===== src/rtl/urisc_pkg.sv =====
// urisc_pkg: shared state encoding and constants for the SUBLEQ sequencer
package urisc_pkg;
   localparam int ADDR_W_DEF = 16;
   localparam int DATA_W_DEF = 16;
   localparam logic [ADDR_W_DEF-1:0] HALT_ADDR = '1;
   typedef enum logic [2:0] {
      FETCH_A,
      FETCH_B,
      FETCH_C,
      READ_A,
      READ_B,
      WRITE_B,
      BRANCH,
      HALTED
   } state_t;
   // Successor of a memory state once its transaction has been acknowledged
   function automatic state_t after_ack(input state_t s);
      return s == FETCH_A ? FETCH_B :
             s == FETCH_B ? FETCH_C :
             s == FETCH_C ? READ_A  :
             s == READ_A  ? READ_B  :
             s == READ_B  ? WRITE_B : BRANCH;
   endfunction
endpackage


===== src/rtl/subleq_alu.sv =====
// subleq_alu: SUBLEQ subtract with signed not-positive test on the wrapped result
module subleq_alu
   import urisc_pkg::*;
#(
   parameter int DATA_W = DATA_W_DEF
) (
   input  logic [DATA_W-1:0] op_a,
   input  logic [DATA_W-1:0] op_b,
   output logic [DATA_W-1:0] result,
   output logic              leq
);
   assign result = op_b - op_a;
   assign leq = result[DATA_W-1] | ~|result;
endmodule


===== src/rtl/subleq_sequencer.sv =====
// subleq_sequencer: multi-cycle SUBLEQ core issuing one memory transaction per phase strobe
module subleq_sequencer
   import urisc_pkg::*;
#(
   parameter int                PHASES   = 4,
   parameter int                ADDR_W   = ADDR_W_DEF,
   parameter int                DATA_W   = DATA_W_DEF,
   parameter logic [ADDR_W-1:0] RESET_PC = '0
) (
   input  logic              clkIn,
   input  logic              rst,
   input  logic [PHASES-1:0] phaseIn,
   output logic              memReq,
   output logic              memWe,
   output logic [ADDR_W-1:0] memAddr,
   output logic [DATA_W-1:0] memWdata,
   input  logic [DATA_W-1:0] memRdata,
   input  logic              memAck,
   output logic [ADDR_W-1:0] pc,
   output logic              halt,
   output logic              phaseErr
);
   // All-ones halt target, sign-extended so it stays all-ones for any ADDR_W
   localparam logic [ADDR_W-1:0] HALT_PC = ADDR_W'(signed'(HALT_ADDR));

   state_t state, state_n;
   logic [ADDR_W-1:0] a, b, c, a_n, b_n, c_n, pc_n, addr_n;
   logic [DATA_W-1:0] op_a, op_b, op_a_n, op_b_n, wdata_n, result;
   logic req_n, we_n, halt_n, leq, strobe, one_hot, take_halt;

   subleq_alu #(.DATA_W(DATA_W)) alu (
      .op_a  (op_a),
      .op_b  (op_b),
      .result(result),
      .leq   (leq)
   );

   assign strobe = phaseIn[0];
   assign one_hot = |phaseIn && ~|(phaseIn & (phaseIn - PHASES'(1)));
   assign take_halt = leq && c == HALT_PC;

   always_comb begin
      state_n = state;
      pc_n = pc;
      req_n = memReq;
      we_n = memWe;
      addr_n = memAddr;
      wdata_n = memWdata;
      a_n = a;
      b_n = b;
      c_n = c;
      op_a_n = op_a;
      op_b_n = op_b;
      halt_n = halt;
      if (memReq && memAck) begin
         req_n = 1'b0;
         state_n = after_ack(state);
         a_n = state == FETCH_A ? ADDR_W'(memRdata) : a;
         b_n = state == FETCH_B ? ADDR_W'(memRdata) : b;
         c_n = state == FETCH_C ? ADDR_W'(memRdata) : c;
         op_a_n = state == READ_A ? memRdata : op_a;
         op_b_n = state == READ_B ? memRdata : op_b;
      end else if (!memReq && strobe && state == BRANCH) begin
         state_n = take_halt ? HALTED : FETCH_A;
         halt_n = take_halt;
         pc_n = !leq ? pc + ADDR_W'(3) : take_halt ? pc : c;
      end else if (!memReq && strobe && state != HALTED) begin
         req_n = 1'b1;
         we_n = state == WRITE_B;
         wdata_n = result;
         addr_n = state == FETCH_A ? pc :
                  state == FETCH_B ? pc + ADDR_W'(1) :
                  state == FETCH_C ? pc + ADDR_W'(2) :
                  state == READ_A  ? a : b;
      end
   end

   always_ff @(posedge clkIn or posedge rst) begin
      if (rst) begin
         state <= FETCH_A;
         pc <= RESET_PC;
         memReq <= 1'b0;
         memWe <= 1'b0;
         memAddr <= '0;
         memWdata <= '0;
         a <= '0;
         b <= '0;
         c <= '0;
         op_a <= '0;
         op_b <= '0;
         halt <= 1'b0;
         phaseErr <= 1'b0;
      end else begin
         state <= state_n;
         pc <= pc_n;
         memReq <= req_n;
         memWe <= we_n;
         memAddr <= addr_n;
         memWdata <= wdata_n;
         a <= a_n;
         b <= b_n;
         c <= c_n;
         op_a <= op_a_n;
         op_b <= op_b_n;
         halt <= halt_n;
         phaseErr <= phaseErr | ~one_hot;
      end
   end
endmodule


===== config.mk =====
export PLATFORM = sky130hd
export DESIGN_NAME = subleq_sequencer
export DESIGN_NICKNAME = d
export VERILOG_FILES = /design/src/rtl/urisc_pkg.sv /design/src/rtl/subleq_alu.sv /design/src/rtl/subleq_sequencer.sv
export SDC_FILE = /design/constraint.sdc
export NUM_CORES = 1
export LEC_CHECK = 0
export ABC_AREA = 0
export CORE_MARGIN = 2
export CORE_UTILIZATION = 30
export CTS_BUF_LIST = sky130_fd_sc_hd__clkbuf_16
export DETAILED_ROUTE_END_ITERATION = 12
export GPL_TIMING_DRIVEN = 1
export PLACE_DENSITY_LB_ADDON = 0.3
export SLEW_MARGIN = 10
export SYNTH_ARGS = -nofsm -noshare
export SYNTH_HDL_FRONTEND = slang
export SYNTH_SLANG_ARGS = --single-unit

===== constraint.sdc =====
create_clock -name clkIn -period 13.2 [get_ports clkIn]
set_input_delay 2.64 -clock clkIn [delete_from_list [all_inputs] [get_ports clkIn]]
set_output_delay 2.64 -clock clkIn [all_outputs]
set_load 0.02 [all_outputs]

### Track usage over the die

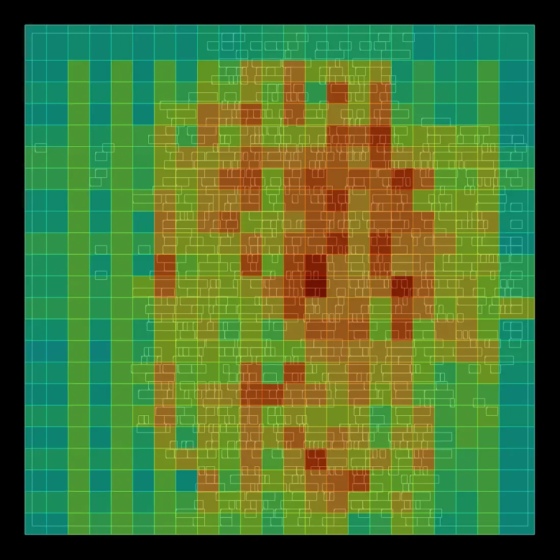
global-route usage over all layers: 0.167
met2 layer usage reported by global route: 0.266
met1 usage: 0.228
met3 routing resource usage after global routing: 0.0391

### Routed metal, one color a layer

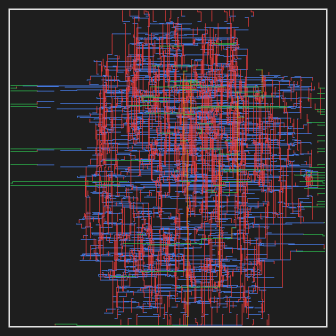
[blue] metal 1 | wire length: 10100 um
[red] metal 2 | wire length: 9960 um
[green] metal 3 | wire length: 1090 um
[orange] metal 4 | wire length: 298 um

### Met3 routing

Scale bar: 50 um. Cells faint in the background.
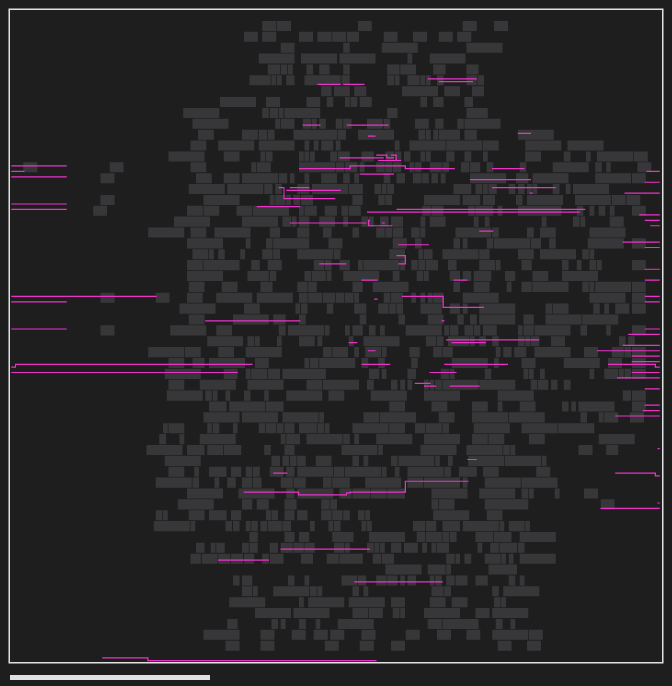
nets with wire on the layer: 75
longest straight run: 59.1 um
share of all routed wire: 5.1%
main direction: horizontal

### Signal wires on met2

Cells faint in the background.
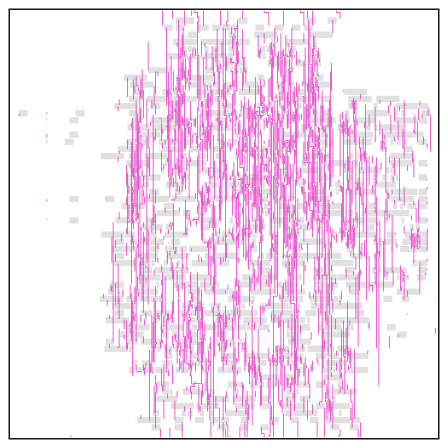
nets with wire on the layer: 734
share of all routed wire: 46%
main direction: vertical
longest straight run: 73.4 um
wire length on this layer: 9960 um

### Clock network drawn from the DEF

Scale bar: 50 um.
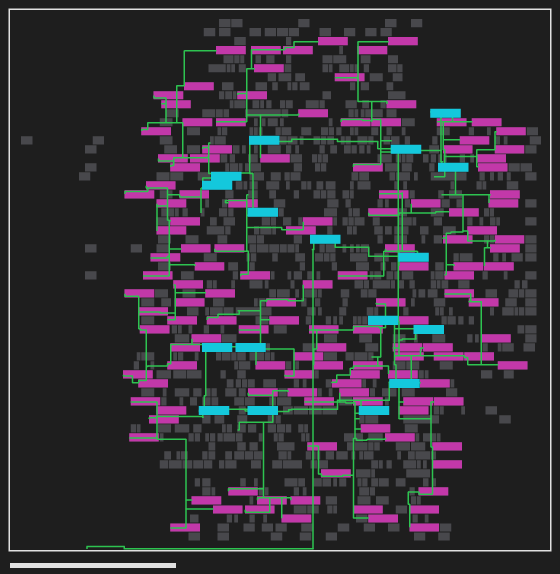
[green] clock wires | length: 1990 um
[magenta] flip-flops | count: 135
[cyan] clock drivers | count: 17
routed clock nets: 18

==> flow_results.org <==
#+TITLE: Implementation results

** Logic synthesis
- Cell taking the most area after synthesis :: sky130_fd_sc_hd__dfrtp_1
- Flip-flop cell with the highest count after synthesis :: sky130_fd_sc_hd__dfrtp_1
- Cell with the most instances after synthesis :: sky130_fd_sc_hd__dfrtp_1
- Top-area cell share :: 0.445
- Top cells by count :: 135 x sky130_fd_sc_hd__dfrtp_1, 79 x sky130_fd_sc_hd__nand2_1, 71 x sky130_fd_sc_hd__mux2_2, 70 x sky130_fd_sc_hd__o21ai_0, 53 x sky130_fd_sc_hd__a21oi_1
- Chip area line of the yosys report :: roughly 7600 um^2
- Synth Area in XOR/XNOR :: 0.0208
- Floorplan Nets :: around 830
- Count of synthesis-stage warnings from yosys :: 0
- After synthesis the netlist holds a flip-flop and latch count of 135.
- Of the total synthesized cell area, the portion taken by AND-OR and OR-AND cells is 0.186.
- In the synthesized netlist, the number of instances is ~800.
- Averaged over all synthesized cells, the footprint is between 9 and 10 um^2.
- Of the total synthesized cell area, the portion taken by full adders, half adders and majority gates is 0.0339.
- The synthesized netlist occupies a cell area of 7590 um^2.
- Top non-seq family :: AND-OR/OR-AND gates

** Power
- Cell internal power dissipation :: between 1.5 and 2 mW
- Combinational power share :: 0.537
- Of the total power, the share spent switching nets is 0.439.
- Summed over all nets, the switching power comes to 1.24 mW.
- P per Cell Area :: between 300 and 400 nW/um^2
- Power of the sequential group :: around 0.81 mW
- Share of total power in sequential cells :: 0.286

** Worst setup path
- Slowest library cell on the worst path :: sky130_fd_sc_hd__clkdlybuf4s50_1
- Worst setup path end :: pc[0]
- In this run the critical register-to-register path is launched from op_a[0]$_DFFE_PP0P_.
- Critical path startpoint :: pc[0]$_DFFE_PP0P_
- Crit path buffers/inverters :: 1
- Cell family with most CP delay :: buffers and inverters
- Counting cells, the worst reg-to-reg path comes to 11.
- Among all stages on the critical path, the maximum delay recorded is around 700 ps.
- The setup path with the least slack is of type reg -> out.
- Number of gates on the worst path with buffers counted :: 1
- The arrival time of data at the worst endpoint is listed as 1830 ps.
- Worst endpoint required time :: 10560 ps
- Max Fanout on Critical Path :: 13
- Kind of capture point of the worst setup path :: output pin

** Final timing
- Subtracting the final worst setup slack from the clock period gives roughly 4500 ps.
- The highest clock rate this design can be run at is approximately 220 MHz.
- Worst relative slew slack :: 0.312
- Final Max Tran Viols :: 0

** CTS
- Number of buffers on the longest clock path :: 2
- Setup fix buffers added after clock tree synthesis :: 0
- After clock tree synthesis, the flow added hold-fix buffers numbering 0.
- TritonCTS built the clock tree.
- Clock edge transition at the registers on the reported setup and hold paths :: 60 ps
- Post-CTS Resized :: 0

** Global route
- Most Crowded Layer GR :: met2
- The initial antenna violation count is 1.
- The first global-routing pass estimated ~34000 um of wire.
- Per the GRT congestion report, total overflow comes to 0.
- The via count of the first global-routing pass is about 5900.

** Flow run
- Total of max-cap violations :: 0
- Stage-log warning count :: 28

** Place
- The final weighted congestion recorded by global placement is 0.848.
- In the placement report, post-DP HPWL is listed as approximately 15000 um.
- Summing all placed instances gives a cell area of about 8600 um^2.

** Routing
- Overall via count from detail_route :: a little over 6000
- Routed wl met3 :: between 1000 and 1500 um
- Total met2 wirelength after detailed routing :: around 10000 um
- The highest layer touched by signal routing is met4.
- Post-detailed-route wirelength per cell :: 18.1 um

** Layout
- Antenna Diode Count :: 1
- In the layout the tool counted multi-input logic cells amounting to 569.
- Fill cells in the final layout number approximately 2500.
- Per the final report, the share of cell area in clock cells is 0.0661.
- The final layout contains just under 900 nets.
- Final Instance Area :: 9240 um^2
- Per the cell usage report, the commonest logic cell in the layout is sky130_fd_sc_hd__dfrtp_1.
- Area-dominant cell class after layout :: logic gates
- Layout non-clock buf frac :: 0.0866
- Layout clock buffer count :: 17

** Outcome
- The flow ran to the end, and the final reports show no timing, DRC or antenna violations.

** Floorplan
- Floorplan die width :: between 150 and 200 um
- Number of well taps :: ~330

** Min path
- Type of the tightest min-delay check :: reg -> reg
- HP Start :: memAddr[15]$_DFFE_PP0P_
Power figures rest on the tool's default switching activity, not on a simulated workload.
